<file path="src/rtl/cpu_bus_pkg.sv">
// Shared types and constants for the CPU bus cycle controller.
// Slot decode helper resolves multi-hot chipselects to the lowest index.
package cpu_bus_pkg;

    localparam int NUM_SLOTS = 8;
    localparam int SLOT_W    = 3;
    localparam int DEV_AW    = 24;

    typedef enum logic [1:0] {
        IDLE  = 2'd0,
        WAIT  = 2'd1,
        ERROR = 2'd2,
        DONE  = 2'd3
    } state_t;

    function automatic logic [SLOT_W-1:0] lowest_slot(input logic [NUM_SLOTS-1:0] cs);
        logic found;
        lowest_slot = '0;
        found       = 1'b0;
        for (int unsigned i = 0; i < NUM_SLOTS; i++) begin
            if (cs[i] && !found) begin
                lowest_slot = SLOT_W'(i);
                found       = 1'b1;
            end
        end
    endfunction

endpackage

</file>
<file path="src/rtl/cpu_bus_controller_sync2.sv">
// Two-flop synchroniser for signals crossing from the slower core clock domain.
module sync2 #(
    parameter int WIDTH = 1
) (
    input  logic             clk,
    input  logic             rst,
    input  logic [WIDTH-1:0] d,
    output logic [WIDTH-1:0] q
);

    logic [WIDTH-1:0] meta;

    always_ff @(posedge clk) begin
        if (rst) begin
            meta <= '0;
            q    <= '0;
        end else begin
            meta <= d;
            q    <= meta;
        end
    end

endmodule

</file>
<file path="src/rtl/cpu_bus_controller.sv">
// Bus cycle controller: turns synchronised core strobes into one slot request
// per bus cycle and returns DTACK on ack / wait-state expiry, or BERR.
module cpu_bus_controller
    import cpu_bus_pkg::*;
#(
    parameter int          TIMEOUT     = 255,
    parameter logic [7:0]  WAIT_MASK   = 8'h03,
    parameter int          WAIT_CYCLES = 2
) (
    input  logic                 clk,
    input  logic                 rst,
    input  logic [31:0]          cpu_addr,
    input  logic [15:0]          cpu_dataout,
    input  logic                 cpu_read,
    input  logic                 cpu_write,
    input  logic                 cpu_uds,
    input  logic                 cpu_lds,
    input  logic [NUM_SLOTS-1:0] chipselects,
    output logic [15:0]          cpu_datain,
    output logic                 cpu_dtack,
    output logic                 cpu_berr,
    output logic [NUM_SLOTS-1:0] dev_req,
    output logic                 dev_we,
    output logic [1:0]           dev_be,
    output logic [DEV_AW-1:0]    dev_addr,
    output logic [15:0]          dev_wdata,
    input  logic [15:0]          dev_rdata,
    input  logic [NUM_SLOTS-1:0] dev_ack
);

    localparam int CW = 16;

    logic              rd_s;
    logic              wr_s;
    logic              uds_s;
    logic              lds_s;
    logic              strobe;
    logic              strobe_d;
    logic              done_now;
    logic              unused_addr;
    state_t            state;
    logic [SLOT_W-1:0] slot;
    logic [CW-1:0]     count;

    sync2 #(.WIDTH(4)) u_sync (
        .clk (clk),
        .rst (rst),
        .d   ({cpu_read, cpu_write, cpu_uds, cpu_lds}),
        .q   ({rd_s, wr_s, uds_s, lds_s})
    );

    assign strobe      = rd_s | wr_s;
    assign unused_addr = ^cpu_addr[31:DEV_AW];

    // Wait-state slots ignore dev_ack entirely; ack slots ignore the counter.
    always_comb begin
        done_now = 1'b0;
        if (WAIT_MASK[slot]) begin
            done_now = (count == CW'(WAIT_CYCLES));
        end else begin
            done_now = dev_ack[slot];
        end
    end

    always_ff @(posedge clk) begin
        if (rst) begin
            state      <= IDLE;
            strobe_d   <= 1'b0;
            slot       <= '0;
            count      <= '0;
            cpu_datain <= '0;
            cpu_dtack  <= 1'b0;
            cpu_berr   <= 1'b0;
            dev_req    <= '0;
            dev_we     <= 1'b0;
            dev_be     <= '0;
            dev_addr   <= '0;
            dev_wdata  <= '0;
        end else begin
            dev_req  <= '0;
            strobe_d <= strobe;
            case (state)
                IDLE: begin
                    count <= '0;
                    if (strobe && !strobe_d && (uds_s || lds_s)) begin
                        dev_addr  <= cpu_addr[DEV_AW-1:0];
                        dev_wdata <= cpu_dataout;
                        dev_we    <= wr_s;
                        dev_be    <= {uds_s, lds_s};
                        slot      <= lowest_slot(chipselects);
                        if ((rd_s && wr_s) || (chipselects == '0)) begin
                            state <= ERROR;
                        end else begin
                            dev_req <= NUM_SLOTS'(1) << lowest_slot(chipselects);
                            state   <= WAIT;
                        end
                    end
                end
                WAIT: begin
                    count <= count + 1'b1;
                    if (!strobe) begin
                        state <= IDLE;
                    end else if (done_now) begin
                        if (!dev_we) begin
                            cpu_datain <= dev_rdata;
                        end
                        cpu_dtack <= 1'b1;
                        state     <= DONE;
                    end else if (count == CW'(TIMEOUT)) begin
                        state <= ERROR;
                    end
                end
                ERROR: begin
                    cpu_berr <= 1'b1;
                    state    <= DONE;
                end
                DONE: begin
                    if (!strobe) begin
                        cpu_dtack <= 1'b0;
                        cpu_berr  <= 1'b0;
                        state     <= IDLE;
                    end
                end
                default: state <= IDLE;
            endcase
        end
    end

endmodule

</file>
<file path="config.mk">
export PLATFORM = sky130hd
export DESIGN_NAME = cpu_bus_controller
export DESIGN_NICKNAME = d
export VERILOG_FILES = /design/src/rtl/cpu_bus_pkg.sv /design/src/rtl/cpu_bus_controller_sync2.sv /design/src/rtl/cpu_bus_controller.sv
export SDC_FILE = /design/constraint.sdc
export NUM_CORES = 1
export LEC_CHECK = 0
export CORE_ASPECT_RATIO = 0.75
export CORE_MARGIN = 4
export CORE_UTILIZATION = 46
export DETAILED_ROUTE_END_ITERATION = 10
export HOLD_SLACK_MARGIN = 0.03
export PLACE_DENSITY = 0.9
export SLEW_MARGIN = 30
export SYNTH_ARGS = -nofsm -noshare
export SYNTH_HDL_FRONTEND = slang
export SYNTH_SLANG_ARGS = --single-unit
</file>
<file path="constraint.sdc">
create_clock -name clk -period 6.3 [get_ports clk]
set_clock_uncertainty 0.15 [all_clocks]
set_input_delay 0.63 -clock clk [delete_from_list [all_inputs] [get_ports clk]]
set_output_delay 0.63 -clock clk [all_outputs]
set_load 0.02 [all_outputs]
</file>
==> summary.txt <==
Implementation results. 0 antenna diodes ended up in the layout. Number of setup violations in the final report landed at 0. Number of max-cap violations landed at 0. Number of logged tool warnings landed at 35. After detailed routing, no signal wire sits above met4.

Multi-input combinational area share landed at approximately 31%. The chip occupies 0.00989 mm2. Combinational logic burns ~11% of the power. Average cell area after synthesis landed at a little under 9 um2. Total power landed at 1250 uW. Per the OpenROAD floorplan log, the width of the die is roughly 110 um. Across the VDD grid, the largest voltage drop is roughly 150 uV. Yosys reports a chip area of 0.00384 mm2. Layout-stage area growth over the synthesis result landed at 45.4%. The worst hold path begins at u_sync.meta[2]$_SDFF_PP0_. Routing resource usage on met1 recorded by global route was 22.8%. Nets still carrying antenna violations after routing amount to 0. Ratio of final minimum period to clock period landed at approximately 40%. Setup repair after global routing left no endpoint under its margin. Per the layout report, the design carries 6 non-clock inverters.

The tree is rooted in a sky130_fd_sc_hd__clkbuf_8. The layout has roughly 150 buffers outside the clock class. Number of cells on the worst hold path landed at 1. Overall die height landed at between 80 and 90 um. Among logic cells in the layout, the one with the most instances is sky130_fd_sc_hd__clkdlybuf4s50_1.

Detail-routed net length per standard cell landed at 13.6 um. After detailed routing, the number of vias per cell comes to between 4 and 5. Looking at the reg2reg group, the worst path ends at dev_addr[15]$_SDFFE_PP0N_. For the worst reg-to-reg path, the startpoint reported by OpenROAD is state[1]$_SDFFE_PP0P_. Remaining max-slew budget at the tightest pin landed at a little under two fifths.

Summing the areas of all xor and xnor instances in the mapped netlist gives between 3 and 4% of the synthesized area. Hold buffer count at CTS landed at 0. Detailed placement HPWL landed at about 7000 um.

Global routing usage summed across all routing layers landed at a little under a fifth. The flow ran to the end, and the final reports show no timing, DRC or antenna violations. Reg-to-reg setup timing slack landed at 3.73 ns. Worst hold-check slack landed at a little under 0.3 ns. The number of antenna violations at the first check in global routing came to 0. Number of cell rows landed at 28. Before any placement, the netlist area is recorded as 0.00384 mm2. Along the critical path, the tally of buffer and inverter instances is 1. Number of flip-flops in the largest register landed at 24. Final cell count without fillers landed at about 700. Slew at the pin with the worst max-slew slack landed at just over 0.9 ns.

The iteration count recorded for the first detailed-route pass is 4. Tap insertion was completed with about 110 tapcells. Instance tally after logic synthesis landed at around 430. OpenSTA lists the critical path startpoint as state[1]$_SDFFE_PP0P_. On the critical path the largest part of the delay comes from simple AND/OR/NAND/NOR gates. Yosys reports that the most numerous cell types are sky130_fd_sc_hd__dfxtp_1 (100), sky130_fd_sc_hd__nand2_1 (95), sky130_fd_sc_hd__nor2_1 (52), sky130_fd_sc_hd__a21oi_1 (51), sky130_fd_sc_hd__mux2i_1 (16). Counting flops with an async set or reset pin after synthesis yields a share of 0%. The library cells used most frequently in the layout, excluding fill and tap cells, are sky130_fd_sc_hd__clkdlybuf4s50_1 (145), sky130_fd_sc_hd__dfxtp_1 (100), sky130_fd_sc_hd__nand2_1 (95). After detailed routing, the total wire length is approximately 9200 um. For this block, the via count after detailed routing is between 3000 and 4000. The synthesized netlist devotes between 10% and 20% of its cell area to compound gates. The share of total power dissipated in sequential elements is between 50% and 60%. TritonCTS built the clock tree. Global-route track usage on met3 landed at under 10%. Wire length of the first global-routing pass landed at around 15000 um. Via count of the first global-routing pass landed at 3268. Flip-flop and latch area landed at ~0.002 mm2. In the per-layer breakdown of the detailed-route log, met1 shows roughly 4000 um. According to the timing report, the critical path is captured at dev_addr[15]$_SDFFE_PP0N_. According to the timing report, the arrival time at the worst endpoint equals about 2.7 ns. Per the area breakdown, the dominant cell category is flip-flops and latches. Pin count of the biggest net entering global routing landed at 79. Clock transition at the registers of the reported paths landed at 0.10 ns. Proportion of final cell area spent on non-clock buffers landed at a little over a quarter. The slowest stage of the critical path is the sky130_fd_sc_hd__nor4_4 cell.

Per the synth stats, the flop cell with the highest instance count is sky130_fd_sc_hd__dfxtp_1. In this run the most used layer during global routing was met2. The number of nets handed over by synthesis was roughly 520. By area the synthesized netlist is led by sky130_fd_sc_hd__dfxtp_1 (52%), sky130_fd_sc_hd__nand2_1 (9.3%), sky130_fd_sc_hd__a21oi_1 (6.6%).

Once the clock tree was built, the resizer swapped 0 gates to a different size. Total number of H-tree levels landed at 3. Note that the worst hold path type here is reg -> reg. Counting pins that exceed their max-slew limit in the final report gives 0. Worst reg2reg path depth landed at 5.

After synthesis, flip-flops and latches occupy 52.2% of the total area. STA classifies the critical path endpoint as a flip-flop. Clock-cell share of area landed at approximately 4.0%.

The finished design was reported to have a net count of approximately 660. Power spread over the standard cell area amounts to 224 mW/mm2. Combinational gate area landed at 0.00171 mm2. Of all nets on the critical path, the largest fanout is 32. Share of the synthesized area in the top cell type landed at between 50% and 60%. Looking at the gate-level netlist, the highest instance count belongs to sky130_fd_sc_hd__dfxtp_1. The largest register by flop count is dev_addr. Minimum period implied by the final worst setup slack landed at roughly 2.6 ns.

Yosys synthesis warning count landed at 0. Met2 track demand over resource landed at 30.7%. STA classifies the critical path startpoint as a flip-flop. Net switching is between 20% and 30% of the power.
logic make-up (layout without fill, tap and decap cells):
kind of cell	count (synthesis)	count (layout)
muxes	18	18
buffers and inverters	28	172
and+or+nand+nor	205	205
adders and majority gates	2	2
AOI/OAI and AO/OA	65	65
DFF	100	100
xor gates and xnor gates	14	14
metrics by stage:
stage	util, %	worst slack [ns]	area (um2)
floorplan	-	4.08	3840
global placement	66.6	3.28	5350
detailed placement	66.8	3.36	5360
CTS	69.6	3.73	5580
global route	69.6	3.54	5580
finish	69.6	3.73	5580
power groups by stage:
stage / logic [uW] / clock network [uW] / registers, uW
after CTS: 144 / 462 / 660
after detailed placement: 143 / 0 / 674
after global routing: 156 / 488 / 662
after global placement: 139 / 0 / 673
after floorplan: 60.1 / 0 / 679
final: 143 / 447 / 660
Figure 1. Port wiring.
Drawn at 3 px/um.
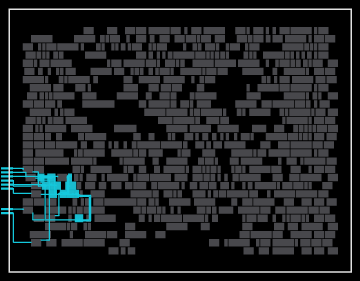
cyan -> chipselects  # direction input, edge west, end cells 13, buffers 8, wire 243 um
I/O Buffers: 146
ports placed on the boundary: 155

Figure 2. Placed cells, one color a class.
Drawn at 3 px/um. Fill, decap, tap and diode cells in gray.
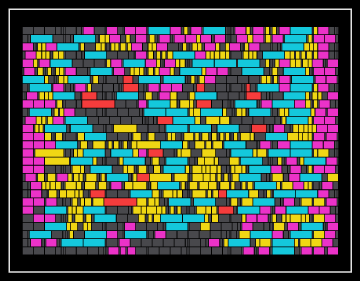
yellow -> all other logic  # cells 310
cyan -> flops  # cells 100
red -> clock drivers and dummy loads  # cells 16
magenta -> other buffers and delay cells  # cells 150

Figure 3. Routed clock nets over the placement.
Drawn at 4 px/um.
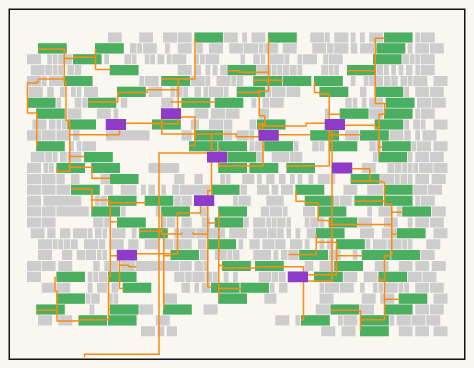
orange -> clock wires  # length 1070 um
green -> flip-flops  # count 100
purple -> cells driving clock nets  # count 9
routed clock nets = 10
Clk network pwr share: 35.8%
Clk power: 447 uW
Skew-Pair Late Insertion Delay: 0.36 ns

Figure 4. The clock network.
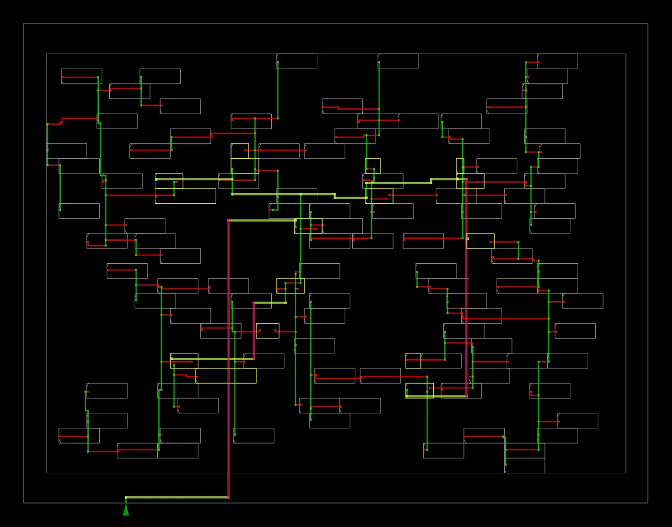
layout clock buffer count: 10
total CTS buffers: 9
clk sink count: 100
sequential cell count of the final layout: 100

Power is estimated from default activity; no workload was simulated.
